`src/rtl/ysyx_041461_mem_access_pkg.sv`:
```
// Shared encodings for the ysyx_041461 memory-access stage: memory control
// codes, trap codes, FSM states and small decode helpers.
package ysyx_041461_mem_access_pkg;

  // Memory control encodings carried in the MEM pipeline register.
  localparam logic [3:0] MEM_NOP = 4'd0;
  localparam logic [3:0] MEM_LB  = 4'd1;
  localparam logic [3:0] MEM_LH  = 4'd2;
  localparam logic [3:0] MEM_LW  = 4'd3;
  localparam logic [3:0] MEM_LD  = 4'd4;
  localparam logic [3:0] MEM_LBU = 4'd5;
  localparam logic [3:0] MEM_LHU = 4'd6;
  localparam logic [3:0] MEM_LWU = 4'd7;
  localparam logic [3:0] MEM_SB  = 4'd8;
  localparam logic [3:0] MEM_SH  = 4'd9;
  localparam logic [3:0] MEM_SW  = 4'd10;
  localparam logic [3:0] MEM_SD  = 4'd11;

  // Trap codes (RISC-V exception cause numbers for the misaligned cases).
  localparam logic [3:0] TRAP_NOP         = 4'd0;
  localparam logic [3:0] TRAP_LD_MISALIGN = 4'd4;
  localparam logic [3:0] TRAP_ST_MISALIGN = 4'd6;

  // Bus access FSM states.
  typedef enum logic [1:0] {
    ST_IDLE = 2'd0,
    ST_REQ  = 2'd1,
    ST_RESP = 2'd2,
    ST_DONE = 2'd3
  } state_t;

  // True for the seven load encodings.
  function automatic logic is_load(input logic [3:0] ctrl);
    logic r;
    case (ctrl)
      MEM_LB, MEM_LH, MEM_LW, MEM_LD,
      MEM_LBU, MEM_LHU, MEM_LWU: r = 1'b1;
      MEM_NOP:                   r = 1'b0;
      default:                   r = 1'b0;
    endcase
    return r;
  endfunction

  // True for the four store encodings.
  function automatic logic is_store(input logic [3:0] ctrl);
    logic r;
    case (ctrl)
      MEM_SB, MEM_SH, MEM_SW, MEM_SD: r = 1'b1;
      default:                        r = 1'b0;
    endcase
    return r;
  endfunction

  // Natural-alignment check on the low address bits for the access size.
  function automatic logic is_misaligned(input logic [3:0] ctrl, input logic [2:0] off);
    logic r;
    case (ctrl)
      MEM_LH, MEM_LHU, MEM_SH: r = (off[0] != 1'b0);
      MEM_LW, MEM_LWU, MEM_SW: r = (off[1:0] != 2'b00);
      MEM_LD, MEM_SD:          r = (off != 3'b000);
      default:                 r = 1'b0;
    endcase
    return r;
  endfunction

  // Unshifted byte-strobe pattern for a store of the given size.
  function automatic logic [7:0] strb_base(input logic [3:0] ctrl);
    logic [7:0] r;
    case (ctrl)
      MEM_SB:  r = 8'h01;
      MEM_SH:  r = 8'h03;
      MEM_SW:  r = 8'h0F;
      MEM_SD:  r = 8'hFF;
      default: r = 8'h00;
    endcase
    return r;
  endfunction

endpackage

```
`src/rtl/ysyx_041461_load_align.sv`:
```
// Load data alignment: shifts the 64-bit bus word down to the addressed byte
// and sign- or zero-extends according to the load type.
module ysyx_041461_load_align
  import ysyx_041461_mem_access_pkg::*;
(
  input  logic [63:0] i_rdata,
  input  logic [2:0]  i_offset,
  input  logic [3:0]  i_ctrl,
  output logic [63:0] o_result
);

  logic [63:0] w_shifted;

  assign w_shifted = i_rdata >> {i_offset, 3'b000};

  // Select and extend the low bytes of the shifted word per load type.
  always_comb begin
    o_result = 64'd0;
    case (i_ctrl)
      MEM_LB:  o_result = {{56{w_shifted[7]}},  w_shifted[7:0]};
      MEM_LH:  o_result = {{48{w_shifted[15]}}, w_shifted[15:0]};
      MEM_LW:  o_result = {{32{w_shifted[31]}}, w_shifted[31:0]};
      MEM_LD:  o_result = w_shifted;
      MEM_LBU: o_result = {56'd0, w_shifted[7:0]};
      MEM_LHU: o_result = {48'd0, w_shifted[15:0]};
      MEM_LWU: o_result = {32'd0, w_shifted[31:0]};
      default: o_result = 64'd0;
    endcase
  end

endmodule

```
`src/rtl/ysyx_041461_mem_access.sv`:
```
// Memory-access stage of the ysyx_041461 pipeline. Non-memory, trapped and
// misaligned instructions bypass combinationally to WB; legal loads/stores
// run one request/response transaction and hold the pipeline until WB takes
// the result.
module ysyx_041461_mem_access
  import ysyx_041461_mem_access_pkg::*;
(
  input  logic        clk,
  input  logic        rst_n,
  input  logic        in_valid,
  input  logic [3:0]  in_trap,
  input  logic [63:0] in_exe,
  input  logic [3:0]  in_mem_ctrl,
  input  logic [4:0]  in_rd,
  input  logic [11:0] in_csr,
  input  logic [63:0] in_pc,
  input  logic [3:0]  in_wb_ctrl,
  input  logic [63:0] in_store_data,
  input  logic        out_ready,
  output logic        out_valid,
  output logic [3:0]  out_trap,
  output logic [63:0] out_result,
  output logic [4:0]  out_rd,
  output logic [11:0] out_csr,
  output logic [63:0] out_pc,
  output logic [3:0]  out_wb_ctrl,
  output logic        stall_o,
  output logic        req_valid,
  input  logic        req_ready,
  output logic [63:0] req_addr,
  output logic        req_wen,
  output logic [63:0] req_wdata,
  output logic [7:0]  req_wstrb,
  input  logic        rsp_valid,
  input  logic [63:0] rsp_rdata
);

  state_t      r_state;
  state_t      w_state_nxt;
  logic [63:0] r_req_addr;
  logic        r_req_wen;
  logic [63:0] r_req_wdata;
  logic [7:0]  r_req_wstrb;
  logic [2:0]  r_offset;
  logic [3:0]  r_ctrl;
  logic [63:0] r_result;

  logic        w_is_load;
  logic        w_is_store;
  logic        w_misalign;
  logic        w_trap_in;
  logic        w_access;
  logic [7:0]  w_wstrb;
  logic [63:0] w_wdata;
  logic [63:0] w_load_result;
  logic        w_out_valid;
  logic [3:0]  w_out_trap;
  logic [63:0] w_out_result;
  logic        w_stall;

  // Instruction decode from the MEM register.
  assign w_is_load  = is_load(in_mem_ctrl);
  assign w_is_store = is_store(in_mem_ctrl);
  assign w_misalign = is_misaligned(in_mem_ctrl, in_exe[2:0]);
  assign w_trap_in  = (in_trap != TRAP_NOP);
  assign w_access   = in_valid & (w_is_load | w_is_store) & ~w_trap_in & ~w_misalign;

  // Store lane placement; bits pushed past the top of the word are dropped.
  assign w_wstrb = w_is_store ? (strb_base(in_mem_ctrl) << in_exe[2:0]) : 8'h00;
  assign w_wdata = w_is_store ? (in_store_data << {in_exe[2:0], 3'b000}) : 64'd0;

  ysyx_041461_load_align u_load_align (
    .i_rdata  (rsp_rdata),
    .i_offset (r_offset),
    .i_ctrl   (r_ctrl),
    .o_result (w_load_result)
  );

  // FSM state register; reset abandons any access in flight.
  always_ff @(posedge clk or negedge rst_n) begin
    if (!rst_n) begin
      r_state <= ST_IDLE;
    end else begin
      r_state <= w_state_nxt;
    end
  end

  // Next state plus WB-facing outputs and stall for the current state.
  always_comb begin
    w_state_nxt  = r_state;
    w_out_valid  = 1'b0;
    w_out_trap   = TRAP_NOP;
    w_out_result = in_exe;
    w_stall      = 1'b0;
    case (r_state)
      ST_IDLE: begin
        if (w_access) begin
          w_state_nxt = ST_REQ;
          w_stall     = in_valid;
        end else begin
          w_state_nxt = ST_IDLE;
          w_out_valid = in_valid;
          w_stall     = in_valid & ~out_ready;
          if (w_trap_in) begin
            w_out_trap = in_trap;
          end else if (w_misalign & w_is_load) begin
            w_out_trap = TRAP_LD_MISALIGN;
          end else if (w_misalign & w_is_store) begin
            w_out_trap = TRAP_ST_MISALIGN;
          end else begin
            w_out_trap = TRAP_NOP;
          end
        end
      end
      ST_REQ: begin
        w_stall = in_valid;
        if (req_ready) begin
          w_state_nxt = ST_RESP;
        end else begin
          w_state_nxt = ST_REQ;
        end
      end
      ST_RESP: begin
        w_stall = in_valid;
        if (rsp_valid) begin
          w_state_nxt = ST_DONE;
        end else begin
          w_state_nxt = ST_RESP;
        end
      end
      ST_DONE: begin
        w_out_valid  = 1'b1;
        w_out_result = r_result;
        w_stall      = in_valid & ~out_ready;
        if (out_ready) begin
          w_state_nxt = ST_IDLE;
        end else begin
          w_state_nxt = ST_DONE;
        end
      end
      default: begin
        w_state_nxt = ST_IDLE;
      end
    endcase
  end

  // Request fields latched at issue and the completed result latched on response.
  always_ff @(posedge clk or negedge rst_n) begin
    if (!rst_n) begin
      r_req_addr  <= 64'd0;
      r_req_wen   <= 1'b0;
      r_req_wdata <= 64'd0;
      r_req_wstrb <= 8'h00;
      r_offset    <= 3'd0;
      r_ctrl      <= MEM_NOP;
      r_result    <= 64'd0;
    end else begin
      if ((r_state == ST_IDLE) && w_access) begin
        r_req_addr  <= {in_exe[63:3], 3'b000};
        r_req_wen   <= w_is_store;
        r_req_wdata <= w_wdata;
        r_req_wstrb <= w_wstrb;
        r_offset    <= in_exe[2:0];
        r_ctrl      <= in_mem_ctrl;
      end
      if ((r_state == ST_RESP) && rsp_valid) begin
        r_result <= r_req_wen ? 64'd0 : w_load_result;
      end
    end
  end

  // req_valid is a pure decode of the registered state.
  assign req_valid = (r_state == ST_REQ);
  assign req_addr  = r_req_addr;
  assign req_wen   = r_req_wen;
  assign req_wdata = r_req_wdata;
  assign req_wstrb = r_req_wstrb;

  // While reset is held, the combinational outputs are forced to their idle values.
  assign out_valid  = w_out_valid & rst_n;
  assign out_trap   = rst_n ? w_out_trap : TRAP_NOP;
  assign out_result = rst_n ? w_out_result : 64'd0;
  assign stall_o    = w_stall & rst_n;

  assign out_rd      = in_rd;
  assign out_csr     = in_csr;
  assign out_pc      = in_pc;
  assign out_wb_ctrl = in_wb_ctrl;

endmodule

```
`config.mk`:
```
export PLATFORM = sky130hd
export DESIGN_NAME = ysyx_041461_mem_access
export DESIGN_NICKNAME = d
export VERILOG_FILES = /design/src/rtl/ysyx_041461_mem_access_pkg.sv /design/src/rtl/ysyx_041461_load_align.sv /design/src/rtl/ysyx_041461_mem_access.sv
export SDC_FILE = /design/constraint.sdc
export NUM_CORES = 1
export LEC_CHECK = 0
export ABC_AREA = 1
export CORE_AREA = 2 2 225 227
export DETAILED_ROUTE_END_ITERATION = 12
export DIE_AREA = 0 0 227 229
export PLACE_DENSITY_LB_ADDON = 0.1
export SYNTH_ARGS = -nofsm -noshare
export SYNTH_HDL_FRONTEND = slang
export SYNTH_SLANG_ARGS = --single-unit
```
`constraint.sdc`:
```
create_clock -name clk -period 1.65 [get_ports clk]
set_input_delay 0.165 -clock clk [delete_from_list [all_inputs] [get_ports clk]]
set_output_delay 0.165 -clock clk [all_outputs]
set_load 0.02 [all_outputs]
```
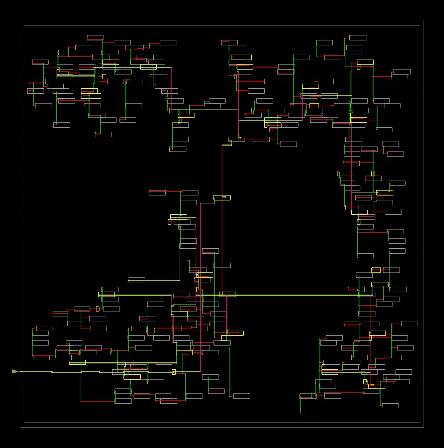
Fig. 1. Clock nets (run 1).
Flops: 207
count of clock tree sinks: 207

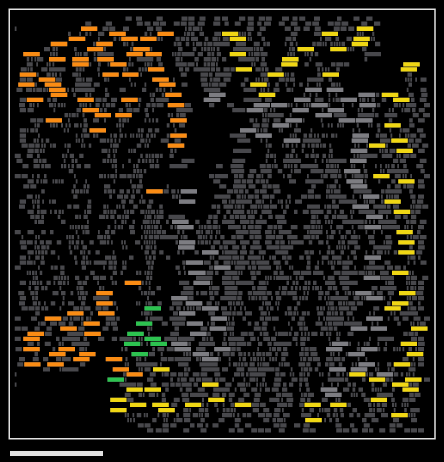
Fig. 2. Where the registers sit (run 1).
Scale bar: 50 um. Other sequential cells in the stronger grey, the rest of the logic in the fainter grey.
Orange stands for `req_wdata`, sequential cells 64. Green stands for `req_wstrb`, sequential cells 8. Yellow stands for `req_addr`, sequential cells 61.

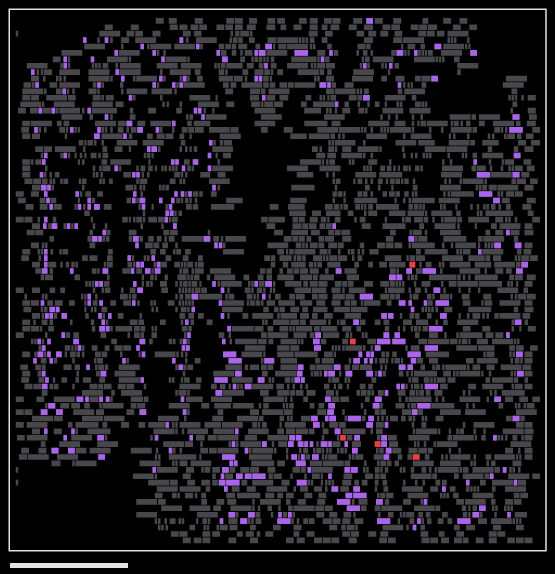
Fig. 3. Gate families picked out (run 1).
Scale bar: 50 um.
Red stands for non-inverting ao/oa cells, cells 5. Purple stands for aoi and oai cells, cells 376, where spread over the die.
fraction of area in multi-input gates: 34.8%
number of standard cells in the final layout excluding fillers: 3376

==> COMMIT_EDITMSG, run 1 <==
Log flow metrics for this revision

- GR Layer Usage met1: 29.5%
- In this run the number of cells on the critical path is 7.
- Pins over their slew limit in the final report were tallied at 0.
* Delay contributed by the slowest stage of the critical path: 420 ps
- The via count of the first global-routing pass was 16900.
* Capturing element of the worst setup path: out_result[62]
- Initial detailed-routing violation count: 880
* Largest cell class: non-clock buffers
* Synthesized netlist cell count: 2086
- Number of setup violations in the final report: 369
- In the layout the tool counted multi-input logic cells amounting to 1560.
- Multiplexer share of the synthesized area: 0.0728%
- Leaving out buffers and inverters, the combinational logic in the layout accounts for 8550 sq um.
- GRT met2 Usage: 46.9%
* Violated checks: setup timing
* Post_cts resized: 785
- Pin count of the biggest net entering global routing: 63
- Dividing the final minimum period by the clock period gives 126%.
* Logic gate share of total power: 44.0%
* Global-route wire length before repair: 103000 um
- Per the post-place timing report, worst setup slack is -877 ps.
- WP data required: 1480 ps
- Run status: complete, but fails checks
- Routed wire length on met2: 35500 um
- Library cell appearing most often on the critical path: buf_12
* Non-Clock Buffer Area Fraction: 35.5%
- The first TritonRoute pass finished after 7 iterations.
- Power attributed to the clock group is 5.82 mW.
- Counting instances in the post-synthesis netlist gives the leading cell types as nand2_1, dfrtp_1, o21ai_0.
- Per the layout report, the design carries 806 non-clock buffers.
- The stage logs contain a warning count of 32.
* Top cell family by delay on the critical path: buffers and inverters
- In the post-route analysis, the smallest setup slack over all paths is -436 ps.
- The largest part of the power goes to combinational logic.
* Number of warnings reported in the yosys synthesis log: 0
- Timing-limited maximum frequency: 479 MHz
- The synthesis report names the predominant flop master as dfrtp_1.
[run 1: per-stage QoR]
step	cells	power (mW)	hold slack [ps]
finish	3376	20.8	59.4
global route	3373	21.8	104
CTS	3353	20.2	45.5
detailed placement	3193	12.9	207
global placement	3193	12.9	206
floorplan	2088	9.40	-131
[run 1: cell usage in the layout, fill, tap and decap left out, types with 58 or more instances in the layout]
master	n
nor2_1	91
inv_1	59
dfrtp_1	205
nor2_2	83
buf_4	269
clkdlybuf4s50_1	330
o21ai_2	58
o21ai_1	99
nand2_1	689
buf_6	85
o21ai_0	84
nand2_2	84
nand3_1	68
[run 1: registers in the layout, indices dropped and copies added (netlist names)]
name	flops
req_wstrb	8
req_wen	1
r_result	64
r_offset	3
req_wdata	64
r_state	2
req_addr	61
r_ctrl	4
==> run 2, diff against run 1 <==
- CORE_AREA: 2 2 225 227 -> 2 2 228 230
- CTS_CLUSTER_SIZE: unset -> 20
- DIE_AREA: 0 0 227 229 -> 0 0 230 232
- DONT_BUFFER_PORTS: unset -> 1
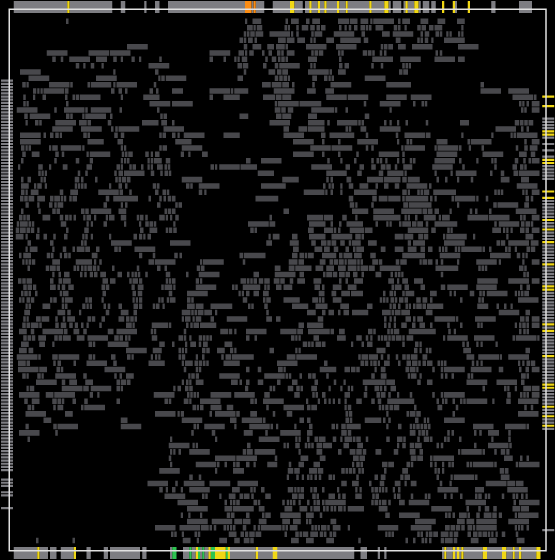
Fig. 4. Pin placement (run 2).
Pins as bars across the die edge, other pins in grey.
Yellow stands for `req_addr`, pins 64, direction output, edge 25 south, 22 east, 17 north. Orange stands for `in_trap`, pins 4, direction input, edge north. Green stands for `req_wstrb`, pins 8, direction output, edge south.
All pins by edge: 180 south, 179 north, 130 west, 95 east.

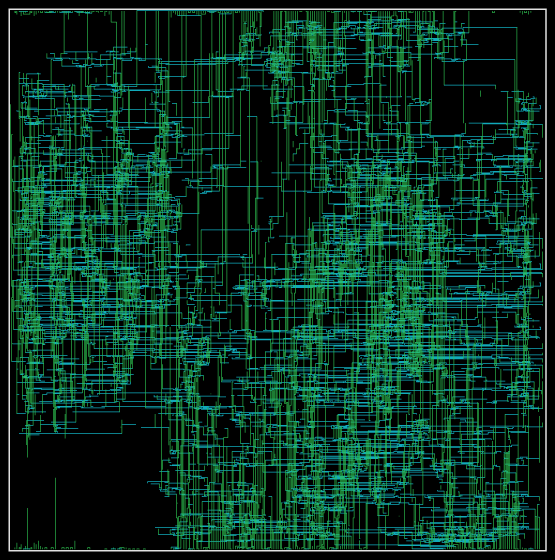
Fig. 5. Routed metal, one colour a layer (run 2).
Two of the layers only.
Cyan stands for metal 1, wire length 24.1 mm. Green stands for metal 2, wire length 30.1 mm.
wirelength, routed: 62300 um
GRT Overall Usage: 22.6%

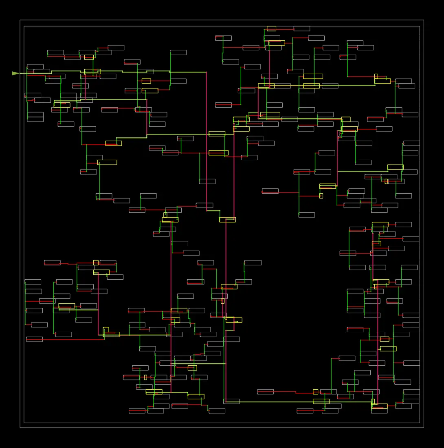
Fig. 6. Clock nets (run 2).
TritonCTS buffer count: 28
clock latency on the worst-skew pair: 570 ps
clock distribution power: 6.68 mW
clk_buf instances: 40

==> COMMIT_EDITMSG, run 2 <==
Log flow metrics for this revision

* Timing-limited maximum frequency: 484 MHz (was 479 MHz)
- Leading post-synthesis cells by instance count: nand2_1, dfrtp_1, o21ai_0 (unchanged).
- Final number of hold-violating endpoints: 207 (was 0)
- The first-pass GRT wire length was 92300 um (was 103000 um).
* Final number of max-transition violations: 0 (unchanged)
- The number of iterations in the first detailed-routing pass is 5 (was 7).
- The smallest setup slack after layout is -417 ps (was -436 ps).
- Multiplexer share of the synthesized area: 0.0728% (unchanged)
- Violated checks: hold timing, setup timing (was setup timing)
- The largest net degree at the start of global routing is 274 (was 63).
- The dominant register cell in the synthesized netlist is dfrtp_1 (unchanged).
- The logic depth of the worst setup path including buffers came to 6 (was 7).
* Number of warnings reported in the yosys synthesis log: 0 (unchanged)
- The worst stage delay on the critical path is 390 ps (was 420 ps).
* Dominant logic cell type in the layout: nand2_1 (unchanged)
- The initial detailed-routing violation count came to 958 (was 880).
* Post_cts resized: 182 (was 785)
- Worst slack after detailed placement: -255 ps (was -877 ps)
- The hold slack came to -705 ps (was 59.4 ps).
- The via count of the first global-routing pass came to 14500 (was 16900).
* Top cell family by delay on the critical path: buffers and inverters (unchanged)
- The overall power after layout is 18.5 mW (was 20.8 mW).
* Capturing element of the worst setup path: out_result[17] (was out_result[62])
* Total placed cells including tap cells: 2680 (was 3193)
* Number of setup violations in the final report: 134 (was 369)
- Synthesized netlist cell count: 2086 (unchanged)
* Run status: complete, but fails checks (unchanged)
- The required time at the endpoint of the critical path is 1480 ps (about the same).
* Portion of the clock cycle consumed by the worst path in the final layout: 125% (was 126%)
run 2: cell counts after synthesis:
Identical to the previous run, type by type.
run 2: worst register-to-register path, cell delays in order, from the launching register on:
cell and delay (ps):
dfrtp_2 460, buf_4 180, bufbuf_16 290, o211ai_1 470
nand4_1 150, nand2_1 100, nand2_1 50
run 2: area by class of cell:
cell class	instances	area (sq um)	share of cell area [%]
clock buffers	40	847	4.58
clock inverters	12	169	0.913
inverters	77	317	1.71
multi-input cells	1560	7460	40.3
repair inverters	1	6.26	0.0338
flip-flops and latches	207	5190	28.0
well taps	680	851	4.60
repair buffers	330	3670	19.8
run 2: metal layers:
metal	up-vias	share of wire (%)	track usage [%]
met5	-	0.013	0
met4	2	4.1	9.05
met2	527	48	38.8
met1	6914	39	26.0
met3	125	8.7	7.32
li1	6920	-	-
==> run 3, diff against run 2 <==
- CORE_AREA: 2 2 228 230 -> 2 2 230 232
- DIE_AREA: 0 0 230 232 -> 0 0 232 234
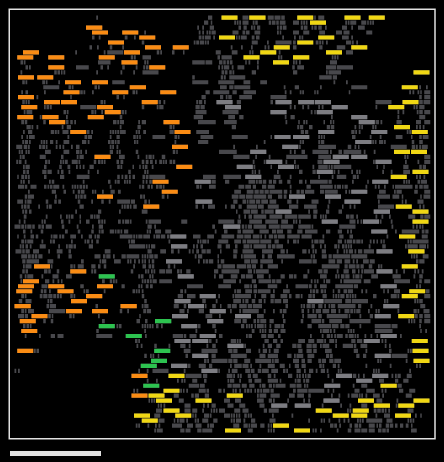
Fig. 7. Where the registers sit (run 3).
Scale bar: 50 um. Other sequential cells in the stronger grey, the rest of the logic in the fainter grey.
Orange stands for `req_wdata`, sequential cells 64. Green stands for `req_wstrb`, sequential cells 8. Yellow stands for `req_addr`, sequential cells 61.
Finished Core Util: 38.6%
register share of the cell area: 25.8%
Seq power: 6.41 mW
Seq. cell area: 5180 sq um

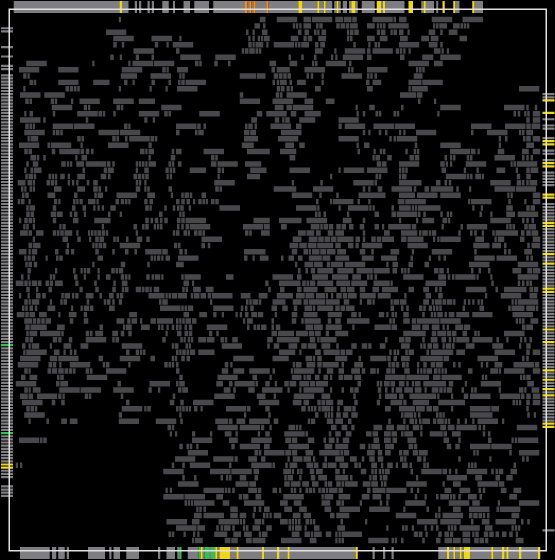
Fig. 8. Pin placement (run 3).
Pins as bars across the die edge, other pins in grey.
Green stands for `req_wstrb`, pins 8, direction output, edge 6 south, 2 west. Orange stands for `in_trap`, pins 4, direction input, edge north. Yellow stands for `req_addr`, pins 64, direction output, edge 23 south, 22 east, 17 north, 2 west.
All pins by edge: 176 south, 174 north, 139 west, 95 east.

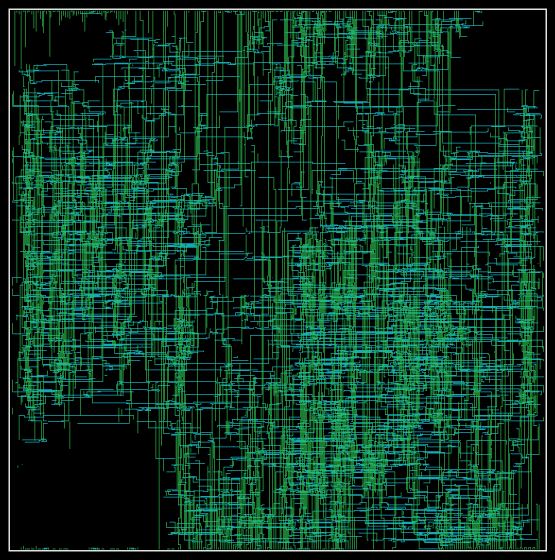
Fig. 9. Routed metal, one colour a layer (run 3).
Two of the layers only.
Green stands for metal 2, wire length 34.4 mm. Cyan stands for metal 1, wire length 25.2 mm.
wirelength, routed: 68700 um
GRT Overall Usage: 23.4%

==> COMMIT_EDITMSG, run 3 <==
Log flow metrics for this revision

- The clock sink count came to 207 (unchanged).
* Dominant logic cell type in the layout: nand2_1 (unchanged)
- The number of clock buffers in the layout is 40 (unchanged).
- Total design power: 18.9 mW (was 18.5 mW)
- Predominant post-synthesis flop cell: dfrtp_1 (unchanged)
- Tool Warnings: 36 (unchanged)
- Run status: complete, but fails checks (unchanged)
- The count of plain and timing-repair buffers in the layout is 379 (was 330).
* Number of cells on the critical path: 5 (was 6)
* Logic inverters: 79 (was 78)
- TritonCTS buffer count: 29 (was 28)
* Clock distribution power: 5.92 mW (was 6.68 mW)
- The data-path buffer share of cell area in the final layout was 22.9% (was 19.8%).
- Timing-limited maximum frequency: 480 MHz (was 484 MHz)
- Worst slack after detailed placement: -271 ps (was -255 ps)
- Top cells excl fill/tap: nand2_1, dfrtp_1, dlygate4sd3_1, nor2_1, buf_4 (was nand2_1, dfrtp_1, o21ai_0, dlygate4sd3_1, nor2_1).
- Flops: 207 (unchanged)
- The final hold violation count was 207 (unchanged).
* Multi-input gate area: 8190 sq um (was 7460 sq um)
* Global-route wire length before repair: 95700 um (was 92300 um)
- The top contributor to total power was combinational logic (was clock).
- Number of optimization iterations in the first detailed-route pass: 6 (was 5)
- Minimum setup slack in the final design: -435 ps (was -417 ps)
* Total placed cells including tap cells: 2688 (was 2680)
- Clock latency on the worst-skew pair: 570 ps (about the same)
- The yosys synthesis warning count came to 0 (unchanged).
* Violated checks: hold timing, setup timing (unchanged)
- The required time at the endpoint of the critical path is 1480 ps (about the same).
- Delay contributed by the slowest stage of the critical path: 390 ps (about the same)
- The initial detailed-routing violation count was 972 (was 958).
- Pin count of the biggest net entering global routing: 274 (unchanged)
* Worst hold-check slack: -708 ps (was -705 ps)
- The number of endpoints failing setup at the final stage is 154 (was 134).
* Fraction of area in multi-input gates: 40.7% (was 40.3%)
- The family with the most delay on the worst path is flip-flops (was buffers and inverters).
* Logic gate share of total power: 34.7% (was 29.2%)
* Number of global-route vias before repair: 14800 (was 14500)
## run 3: cell count changes in the layout (fill, tap and decap cells not counted), sizes merged, moves of 2 or more
cell / before / now
buf: 202 / 239
clkbuf: 40 / 49
clkinv: 7 / 12
bufinv: 4 / 0
dlygate4sd3: 125 / 128
inv: 77 / 75
## run 3: what timing repair did
action	CTS	global route
setup buffers	53	21
gates resized	292	254
endpoints found under the hold margin	364	207
endpoints found under the setup margin	132	226
pin swaps	98	134
cloned	23	11
## run 3: metal layers
layer,GRT usage [%],vias to the layer above,part of all wire (%)
met2,41.1,605,50
li1,-,7039,-
met4,8.57,6,3.7
met3,7.92,124,9.6
met1,26.3,7134,37
met5,0,-,0.061
No activity file was given, so power comes from the tool's default toggle rates.
